**Run 1: placement density heat map**

The die is cut into 19 by 19 equal tiles; white is low, dark blue is high, 0 to 100% covered.
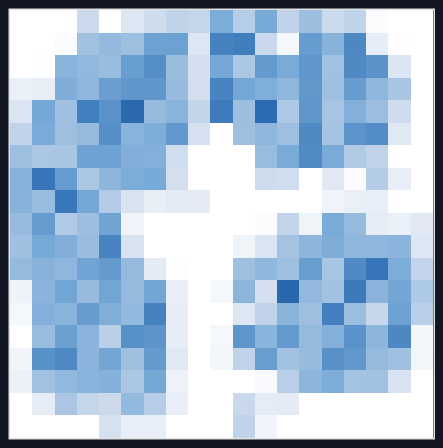
**Run 1: selected gate families**

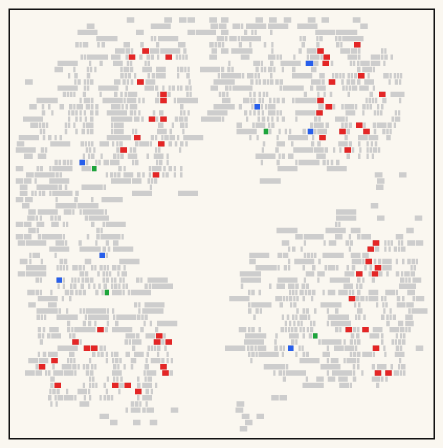
**Run 1: routed metal, one colour a layer**

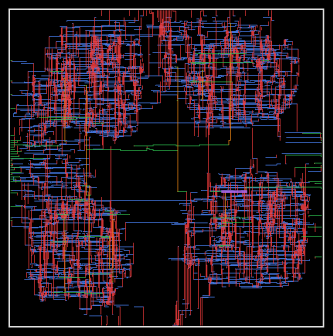
==> config.mk <==
export PLATFORM = sky130hd
export DESIGN_NAME = clk_div_multi_flat
export DESIGN_NICKNAME = d
export VERILOG_FILES = /design/src/rtl/clk_div_pkg.sv /design/src/rtl/clk_div_multi_if.sv /design/src/rtl/clk_div_chan.sv /design/src/rtl/clk_div_multi.sv /design/src/flat_wrapper.sv
export SDC_FILE = /design/constraint.sdc
export NUM_CORES = 1
export LEC_CHECK = 0
export ABC_AREA = 1
export ABC_CLOCK_PERIOD_IN_PS = 5100
export CAP_MARGIN = 20
export CORE_AREA = 2 2 184 186
export CTS_CLUSTER_SIZE = 10
export DETAILED_ROUTE_END_ITERATION = 6
export DIE_AREA = 0 0 186 188
export GPL_TIMING_DRIVEN = 1
export PLACE_DENSITY = 0.51
export SLEW_MARGIN = 15
export SYNTH_ARGS = -nofsm -noshare
export SYNTH_HDL_FRONTEND = slang
export SYNTH_SLANG_ARGS = --single-unit
==> constraint.sdc <==
create_clock -name clk_50MHz -period 5.1 [get_ports clk_50MHz]
set_clock_uncertainty 0.1 [all_clocks]
set_input_delay 1.53 -clock clk_50MHz [delete_from_list [all_inputs] [get_ports clk_50MHz]]
set_output_delay 1.53 -clock clk_50MHz [all_outputs]
set_load 0.02 [all_outputs]
==> summary.txt <==
Summary of implementation figures.

Cells and area
The growth of design area from synthesis to finish is 16.02%. In the layout the commonest cells are 396 x sky130_fd_sc_hd__nand2_1, 197 x sky130_fd_sc_hd__inv_1, 145 x sky130_fd_sc_hd__nand3_1. The share of layout cells above drive strength 1 is between 8 and 9%.

After the last flow step, the layout net total stands at 1530. The layout report lists the combined flip-flop and latch area as ~2700 sq um. For the completed layout, the total cell area is recorded as approximately 11000 sq um. Summing all multi-input logic gate instances after layout gives approximately 5600 sq um.

Timing
The worst hold slack after final layout is slightly below 0.4 ns. In this run the tightest slew margin relative to its limit is 46.29%. Setup repair after global routing left no endpoint under its margin. The final critical delay including setup and external delays is roughly 4 ns. The slew at the pin with the worst max-slew slack is 0.8056 ns. Based on the critical path, the design can be clocked at up to ~250 MHz. The final clock period utilization by the worst path is 77.78%.

For the final routed database, the setup TNS stands at 0 ns. Endpoints failing hold in the final report were tallied at 0. The number of failing setup endpoints in the final timing report is 0. For reference, the final report shows the max-slew violation count at 0.

Logic synthesis
By area, the combinational part of the netlist is dominated by simple AND/OR/NAND/NOR gates. The post-synthesis cell area is 9397 sq um. The post-synthesis simple-gate area fraction is about a third.

The largest total area in the synthesized netlist belongs to sky130_fd_sc_hd__dfrtp_1. By area the synthesized netlist is led by sky130_fd_sc_hd__dfrtp_1 19%, sky130_fd_sc_hd__nand2_1 16%, sky130_fd_sc_hd__ha_1 13%, sky130_fd_sc_hd__dfstp_2 10%, sky130_fd_sc_hd__inv_1 7.9%. Counting every instance in the synthesized netlist gives 1319. The tally of unique sky130hd cells used after synthesis is 38. The area reported by Yosys stat is 9397 sq um. The net count after synthesis is 1458. The parity-gate share of the synthesized area counting xor and xnor cells is between 5 and 6%.

The synthesis warning total is 0. The number of cells reported by Yosys stat comes to 1319. After synthesis, the mean cell area works out to between 7 and 8 sq um.

For reference, compound AND-OR and OR-AND cells occupy 8.136% of the area reported after synthesis. In this run the biggest area consumer among cell types represents about a fifth of the synthesized area. The cell-mix breakdown from Yosys lists the adder-cell area share as 12.78%.

GRT
The most used routing layer is met2. The global-route met2 utilization is between 20% and 30%. In the global route stage, met1 resource usage came out at between 20 and 25%. The initial antenna violation count was 1.

In the global route stage, met3 resource usage came out at 1.573%. The wire length of the first global-routing pass is 42220 um. The total congestion overflow after global routing is 0. Entering global routing, the biggest net connects roughly 60 pins.

Pwr
Registers are responsible for a little under a third of the overall power. The top contributor to total power is combinational logic. The worst-case IR drop observed on VDD is between 0.1 and 0.15 mV. For this design the total switching power over the nets is approximately 1600 uW. The sequential logic power is approximately 1200 uW. The internal power of the cells is 2084 uW.

The clock network is responsible for 19.6% of the overall power. The combinational fraction of design power is 48.9%. The combinational power is about 1800 uW. The script computed the net switching share of total power as 42.81%.

Flow run
The count of warning messages emitted by the tools is 54. In this run the maximum-capacitance check reported violations numbering 0.

Critical path
The report shows a maximum critical-path fanout of 17. The timing report notes that buffer and inverter cells on the critical path total 3. The count of cell instances traversed by the critical path is 13. The timing report shows that the slowest cell on the worst path is sky130_fd_sc_hd__clkdlybuf4s50_1. The category of cells accounting for the largest share of critical-path delay is simple AND/OR/NAND/NOR gates. Walking the worst path, the cells encountered are clkdlybuf4s50_1 > nor2_4 > o21ai_0 > nand2_1 > nor2_1 > a21oi_1 > ha_1 > inv_1 > nor2_1 > inv_1 > o21ai_0 > nand3_1 > nand2_1. Looking at the setup timing report, the critical path kind is in2reg.

The critical path endpoint has a required time of about 5.3 ns. The setup slack of the worst register-to-register path is roughly 1.3 ns. The endpoint class of the critical path is a flip-flop. The worst reg2reg path depth is 23.

Place
The HPWL after detailed placement is 20070 um. The instance area after placement is 10610 sq um. The final estimated routing congestion in global placement is 0.8979. In this run the tool buffered the top-level ports with approximately 86 buffer cells.

Routing
The number of remaining DRC errors is 0. The detailed router reports a met3 wire length of 766 um. The detailed-router iteration count before antenna repair is 5.

The mean number of vias per cell is around 4.5. The remaining antenna violation count is 0.

Status
The flow ran to the end, and the final reports show no timing, DRC or antenna violations.

Clocking
Per the skew report, the later register of the worst-skew pair sees a clock latency of about 0.35 ns. The number of buffers on the longest clock path is 2. The clock slew seen by the registers of the worst setup and hold paths is ~0.080 ns. The CTS root buffer is sky130_fd_sc_hd__clkbuf_16. The depth of the CTS H-tree is 3. Counting the buffers created by CTS gives 9. The clock tree has to reach 108 sinks.

Worst hold path
The kind of path behind the tightest hold check is reg2reg. The number of cells on the worst hold path is listed as 2.

Floorplanning
Pin placement for this block handled 87 I/O pins. The vertical die dimension is about 190 um. After floorplanning, the die was sized to cover between 30000 and 40000 sq um.
## Picture notes: 'placement density heat map'
The mean over all tiles is 30%. The fullest tile reaches 77%. 22% of the tiles are nearly empty. 0.80% of the tiles are over 75% full. The emptiest ninth of the die: centre.
post-layout utilization of the core: 32.92%
starting utilization of the core area: 28.38%

## Picture notes: 'selected gate families'
Key: non-inverting ao/oa cells = blue [cells 7, most used o21a_1]; xor and xnor cells = red [cells 54, most used xor2_1, where all over the die]; and/or cells = green [cells 4, most used or2_2]
leading cell type in the layout, fill and taps excluded: sky130_fd_sc_hd__nand2_1
number of standard cells in the final layout excluding fillers: 1844

## Picture notes: 'routed metal, one colour a layer'
Key: M5 = purple [wire length 13.8 um]; M3 = green [wire length 767 um]; M1 = blue [wire length 12400 um]; M4 = orange [wire length 463 um]; M2 = red [wire length 11500 um]
vias post-DR: 8332
combined global-route utilization of all metal layers: 14.91%
detailed-route wire length per cell: 13.62 um
wirelength, routed: 25120 um

-- run 1: per-stage QoR --
stage	instances	total power (uW)	setup slack, ns
after floorplan	1319	2439	0.6840
after global routing	1844	4005	0.7717
after detailed placement	1828	2947	0.7870
after CTS	1844	3692	1.150
after global placement	1828	2925	0.8327
final	1844	3644	1.133
-- run 1: layout make-up --
type / instances / share of cell area, %
multi-input cells: 975 / 51.52
flip-flops and latches: 108 / 25.20
repair buffers: 93 / 8.378
inverters: 204 / 7.047
well taps: 448 / 5.142
clock buffers: 11 / 2.135
clock inverters: 5 / 0.5739
-- run 1: cells by family after synthesis --
logic type / Yosys count
AOI/OAI and AO/OA: 137
muxes: 3
buffers and inverters: 236
adders and majority gates: 96
DFF: 108
xor gates and xnor gates: 54
and+or+nand+nor: 685
Power is estimated from default activity; no workload was simulated.
